### Routed metal, one color a layer

The bar under the picture is 50 um long. Two of the layers only.
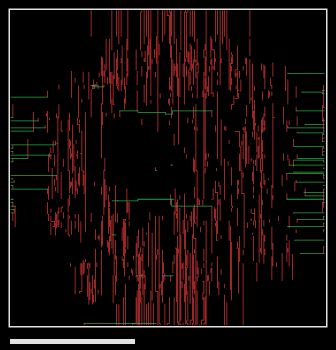
### Placement density heat map

13 x 13 tiles, from black (low) to pale yellow (high), 0 to 100% covered.
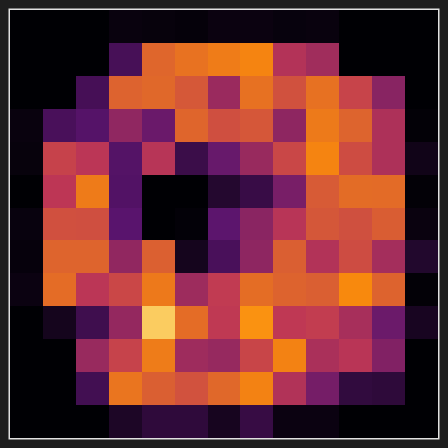
### Sequential cells colored by netlist name

The bar under the picture is 50 um long. Other sequential cells in the stronger gray, the rest of the logic in the fainter gray.
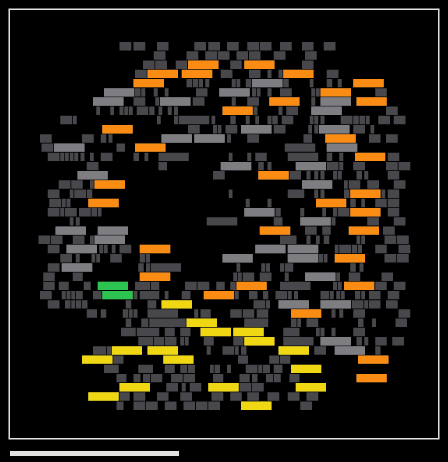
[config.mk]
export PLATFORM = sky130hd
export DESIGN_NAME = z_writeback_flat
export DESIGN_NICKNAME = d
export VERILOG_FILES = /design/src/rtl/cpu_pkg.sv /design/src/rtl/z_writeback_if.sv /design/src/rtl/z_writeback_opcode_class.sv /design/src/rtl/z_writeback.sv /design/src/flat_wrapper.sv
export SDC_FILE = /design/constraint.sdc
export NUM_CORES = 1
export LEC_CHECK = 0
export CAP_MARGIN = 20
export CORE_MARGIN = 8
export CORE_UTILIZATION = 30
export CTS_CLUSTER_SIZE = 28
export DETAILED_ROUTE_END_ITERATION = 10
export PLACE_DENSITY = 0.59
export SYNTH_ARGS = -nofsm -noshare
export SYNTH_HDL_FRONTEND = slang
export SYNTH_SLANG_ARGS = --single-unit
[constraint.sdc]
create_clock -name clock -period 3.58 [get_ports clock]
set_input_delay 1.074 -clock clock [delete_from_list [all_inputs] [get_ports clock]]
set_output_delay 1.074 -clock clock [all_outputs]
set_load 0.005 [all_outputs]
[src/rtl/cpu_pkg.sv]
// cpu_pkg: opcodes, out_sel encodings, writeback states and opcode classes shared with the ALU
package cpu_pkg;
  localparam logic [4:0] OP_ADD = 5'b00011;
  localparam logic [4:0] OP_ALU_LAST = 5'b01110;
  localparam logic [4:0] OP_DIV = 5'b01111;
  localparam logic [4:0] OP_MUL = 5'b10000;
  localparam logic [4:0] OP_NEG = 5'b10001;
  localparam logic [4:0] OP_NOT = 5'b10010;
  localparam logic [1:0] SEL_NONE = 2'b00;
  localparam logic [1:0] SEL_LO = 2'b01;
  localparam logic [1:0] SEL_HI = 2'b10;
  typedef enum logic [1:0] {IDLE, SEND_Z, SEND_LO, SEND_HI} wb_state_t;
  typedef struct packed {
    logic single;
    logic dbl;
    logic illegal;
  } op_class_t;
endpackage

[src/rtl/z_writeback_if.sv]
// z_writeback_if: result-in (in_valid/in_ready/alu_c/opcode) and beat-out (out_valid/out_ready/out_data/out_sel) handshakes; master = producer/consumer side, slave = z_writeback
interface z_writeback_if #(parameter int DATA_W = 32);
  logic in_valid;
  logic in_ready;
  logic [2*DATA_W-1:0] alu_c;
  logic [4:0] opcode;
  logic out_valid;
  logic out_ready;
  logic [DATA_W-1:0] out_data;
  logic [1:0] out_sel;
  modport master(output in_valid, alu_c, opcode, out_ready, input in_ready, out_valid, out_data, out_sel);
  modport slave(input in_valid, alu_c, opcode, out_ready, output in_ready, out_valid, out_data, out_sel);
endinterface

[src/rtl/z_writeback_opcode_class.sv]
// opcode_class: maps opcode (in) to {single, dbl, illegal} (out cls)
module opcode_class
  import cpu_pkg::*;
(
  input  logic [4:0] opcode,
  output op_class_t  cls
);
  always_comb begin
    cls.single = (opcode >= OP_ADD && opcode <= OP_ALU_LAST) || opcode == OP_NEG || opcode == OP_NOT;
    cls.dbl = opcode == OP_MUL || opcode == OP_DIV;
    cls.illegal = !cls.single && !cls.dbl;
  end
endmodule

[src/rtl/z_writeback.sv]
// z_writeback: streams ALU results as LO/HI beats; ports clock, clear (async), bus (slave), illegal pulse, done_count
module z_writeback
  import cpu_pkg::*;
#(
  parameter int DATA_W = 32
) (
  input  logic                 clock,
  input  logic                 clear,
  z_writeback_if.slave         bus,
  output logic                 illegal,
  output logic [15:0]          done_count
);
  wb_state_t state, state_n;
  op_class_t cls;
  logic [DATA_W-1:0] data_q, hi_q;
  logic accept, xfer;
  opcode_class u_cls (.opcode(bus.opcode), .cls(cls));
  assign accept = bus.in_valid && bus.in_ready;
  assign xfer = bus.out_valid && bus.out_ready;
  always_ff @(posedge clock or posedge clear) begin
    if (clear) state <= IDLE;
    else state <= state_n;
  end
  always_comb begin
    state_n = state;
    if (state == IDLE && accept) state_n = cls.single ? SEND_Z : cls.dbl ? SEND_LO : IDLE;
    else if (xfer) state_n = state == SEND_LO ? SEND_HI : IDLE;
  end
  always_comb begin
    bus.in_ready = state == IDLE;
    bus.out_valid = state != IDLE;
    bus.out_sel = state == IDLE ? SEL_NONE : state == SEND_HI ? SEL_HI : SEL_LO;
  end
  // data_q is both the LO capture and the out_data register; it takes the HI word on the LO transfer
  always_ff @(posedge clock or posedge clear) begin
    if (clear) begin
      data_q <= '0;
      hi_q <= '0;
      illegal <= 1'b0;
      done_count <= '0;
    end else begin
      illegal <= accept && cls.illegal;
      if (accept) begin
        data_q <= bus.alu_c[DATA_W-1:0];
        hi_q <= bus.alu_c[2*DATA_W-1:DATA_W];
      end else if (xfer && state == SEND_LO) data_q <= hi_q;
      if (xfer && state != SEND_LO) done_count <= done_count + 16'd1;
    end
  end
  assign bus.out_data = data_q;
endmodule

[src/flat_wrapper.sv]
// flat-port wrapper written by rule: the top's interface ports become plain ports
module z_writeback_flat import cpu_pkg::*;
#(
  parameter int DATA_W = 32
)
  (clock, clear, illegal, done_count, bus_in_valid, bus_alu_c, bus_opcode, bus_out_ready, bus_in_ready, bus_out_valid, bus_out_data, bus_out_sel);
  z_writeback_if #(.DATA_W(DATA_W)) bus_i ();
  input  logic clock;
  input  logic clear;
  output logic illegal;
  output logic [15:0] done_count;
  input wire logic [$bits(bus_i.in_valid)-1:0] bus_in_valid;
  input wire logic [$bits(bus_i.alu_c)-1:0] bus_alu_c;
  input wire logic [$bits(bus_i.opcode)-1:0] bus_opcode;
  input wire logic [$bits(bus_i.out_ready)-1:0] bus_out_ready;
  output wire logic [$bits(bus_i.in_ready)-1:0] bus_in_ready;
  output wire logic [$bits(bus_i.out_valid)-1:0] bus_out_valid;
  output wire logic [$bits(bus_i.out_data)-1:0] bus_out_data;
  output wire logic [$bits(bus_i.out_sel)-1:0] bus_out_sel;
  assign bus_i.in_valid = bus_in_valid;
  assign bus_i.alu_c = bus_alu_c;
  assign bus_i.opcode = bus_opcode;
  assign bus_i.out_ready = bus_out_ready;
  assign bus_in_ready = bus_i.in_ready;
  assign bus_out_valid = bus_i.out_valid;
  assign bus_out_data = bus_i.out_data;
  assign bus_out_sel = bus_i.out_sel;
  z_writeback #(.DATA_W(DATA_W)) u_core (.clock(clock), .clear(clear), .bus(bus_i), .illegal(illegal), .done_count(done_count));
endmodule
==> run summary <==
The implementation run finished. Among logic cells in the layout, the one with the most instances is sky130_fd_sc_hd__nand2_1. Ratio of routed vias to standard cells landed at 4.45. The synthesis stat section lists a flop and latch total of 83. According to the finish report, the design has a final net count of approximately 570.

OpenSTA lists the critical path endpoint as bus_in_ready. Flop-to-flop setup slack landed at about 1.5 ns. Number of inserted diodes landed at 0.

The report gives the cell count of the worst hold path as 2. Yosys warning count landed at 0. Standby leakage power landed at between 2 and 2.5 nW.

Sorting the Yosys area breakdown by cell type puts at the top sky130_fd_sc_hd__dfrtp_1. The run finished with clean final reports. Timing would allow up to 356 MHz.

STA classifies the critical path startpoint as a flip-flop. Final tally of hold violations landed at 0. The mapped netlist covers about 0.0036 mm2. Post-synthesis cell count from yosys landed at about 370. For reference, the top logic cell family by area is simple AND/OR/NAND/NOR gates. Post-CTS setup buffer count landed at 0. Detailed router's first-iteration violation count landed at ~93. The data arrival time reported for the critical path is between 1.5 and 2 ns.

Net switching power landed at approximately 0.0013 W. Per the slew report, the remaining headroom to the max-slew limit stands at about half. Share of async-settable or async-resettable flops after synthesis landed at 100%. Hold analysis lists the worst path endpoint as u_core.hi_q[14]. Area fraction in full adders, half adders and majority gates landed at approximately 1.4%. TritonCTS built the clock tree. The critical path is of the reg -> out type. OpenROAD warning count landed at 28. According to the report, the first pass of detailed routing completed in 4 iterations. Part of the total power dissipated in combinational logic landed at between 30 and 40%. Max-cap violations in this run came to 0. Per the synth stats, the flop cell with the highest instance count is sky130_fd_sc_hd__dfrtp_1. In this run the worst path has a maximum fanout of 6. Post-layout period usage of the worst path landed at between 70% and 80%.

Per the layout area report, the combinational gate area comes to about 0.0014 mm2. Fraction of synthesized cell area in xor and xnor cells landed at 3.84%. The number of antenna violations at the first check in global routing was 0.

Post-cts resize count landed at 0. Number of distinct library cells after synthesis landed at 33. Synthesis produced a netlist with a net count of between 400 and 500. Maximum level of the CTS H-tree landed at 3. Number of enable-type register cells in the synthesized netlist landed at 0.

Per the placement report, the placed cell count is about 630. Overall via count from detail_route landed at roughly 2,900. Post-synth area from yosys stat landed at about 0.0036 mm2. Via count of the first global-routing pass landed at slightly below 3,000. For this run, the number of standard cells in the final layout without fillers is 642. The clock passes through at most 2 buffers. Entering global routing, the biggest net connects 49 pins.

Between clock sinks in the finished design, the worst skew comes to around 0.0034 ns. Area growth from synthesis to layout landed at 46.6%. Worst voltage drop across the vdd grid landed at between 0.2 and 0.3 mV. OpenSTA lists the critical path startpoint as u_core.state[0]. Total die area landed at 0.0160 mm2.
Notes on 'Routed metal, one color a layer' above:
| layer | color | wire length |
|---|---|---|
| met3 | green | 511 um |
| met2 | red | 4,650 um |
total length of routed wires: 9530 um
DR WL/cell: 14.8 um
all-layer global routing usage: 12.2%

Notes on 'Placement density heat map' above:
emptiest ninth of the die: top left
mean over tiles: 32%
tiles over 75% full: 1.2%
nearly empty tiles: 24%
core utilization before placement: 30.5%
post-layout utilization of the core: 44.7%

Notes on 'Sequential cells colored by netlist name' above:
| netlist name | color | flops |
|---|---|---|
| u_core.bus.out_data | orange | 32 |
| u_core.state | green | 2 |
| u_core.done_count | yellow | 16 |
not colored: 33
power attributed to sequential cells: 0.00152 W
Seq/total area: 38.8%
Sequential Area: 0.00208 mm2

-- metal layers --
| metal | track usage (%) | vias up | part of all wire [%] |
|---|---|---|---|
| li1 | - | 1441 | - |
| met3 | 3.27 | 7 | 5.4 |
| met2 | 20.8 | 76 | 49 |
| met5 | 0 | - | 0 |
| met4 | 4.25 | 0 | 1.1 |
| met1 | 14.6 | 1336 | 45 |
-- cell type report --
class                   count  share of cell area [%]
clock buffers              13                    5.05
repair buffers            132                    24.6
flip-flops and latches     83                    38.8
well taps                 147                    3.44
multi-input cells         259                    26.9
inverters                   5                   0.374
clock inverters             3                   0.842
-- power groups by stage --
stage          registers [W]  clock network (W)  logic [W]
4_1_cts              0.00153           0.000989    0.00154
3_3_place_gp         0.00153                  0    0.00151
5_1_grt              0.00157            0.00102    0.00170
6_report             0.00152           0.000956    0.00150
2_1_floorplan        0.00152                  0   0.000844
3_5_place_dp         0.00154                  0    0.00154
-- stage by stage --
| stage | setup slack (ns) | hold WS (ns) |
|---|---|---|
| finish | 0.767 | 0.463 |
| global route | 0.699 | 0.485 |
| CTS | 0.756 | 0.468 |
| detailed placement | 0.773 | 0.455 |
| global placement | 0.781 | 0.447 |
| floorplan | 0.369 | 0.433 |
-- registers in the layout, summed over array words and instances (netlist names) --
| signal | count |
|---|---|
| u_core.hi_q | 32 |
| u_core.illegal | 1 |
| u_core.done_count | 16 |
| u_core.bus.out_data | 32 |
| u_core.state | 2 |
-- worst max-delay path: stages (launching register included) --
cell	delay, ns
sky130_fd_sc_hd__dfrtp_1	0.38
sky130_fd_sc_hd__inv_1	0.11
sky130_fd_sc_hd__ha_1	0.34
sky130_fd_sc_hd__clkdlybuf4s50_1	0.58
No activity file was given, so power comes from the tool's default toggle rates.
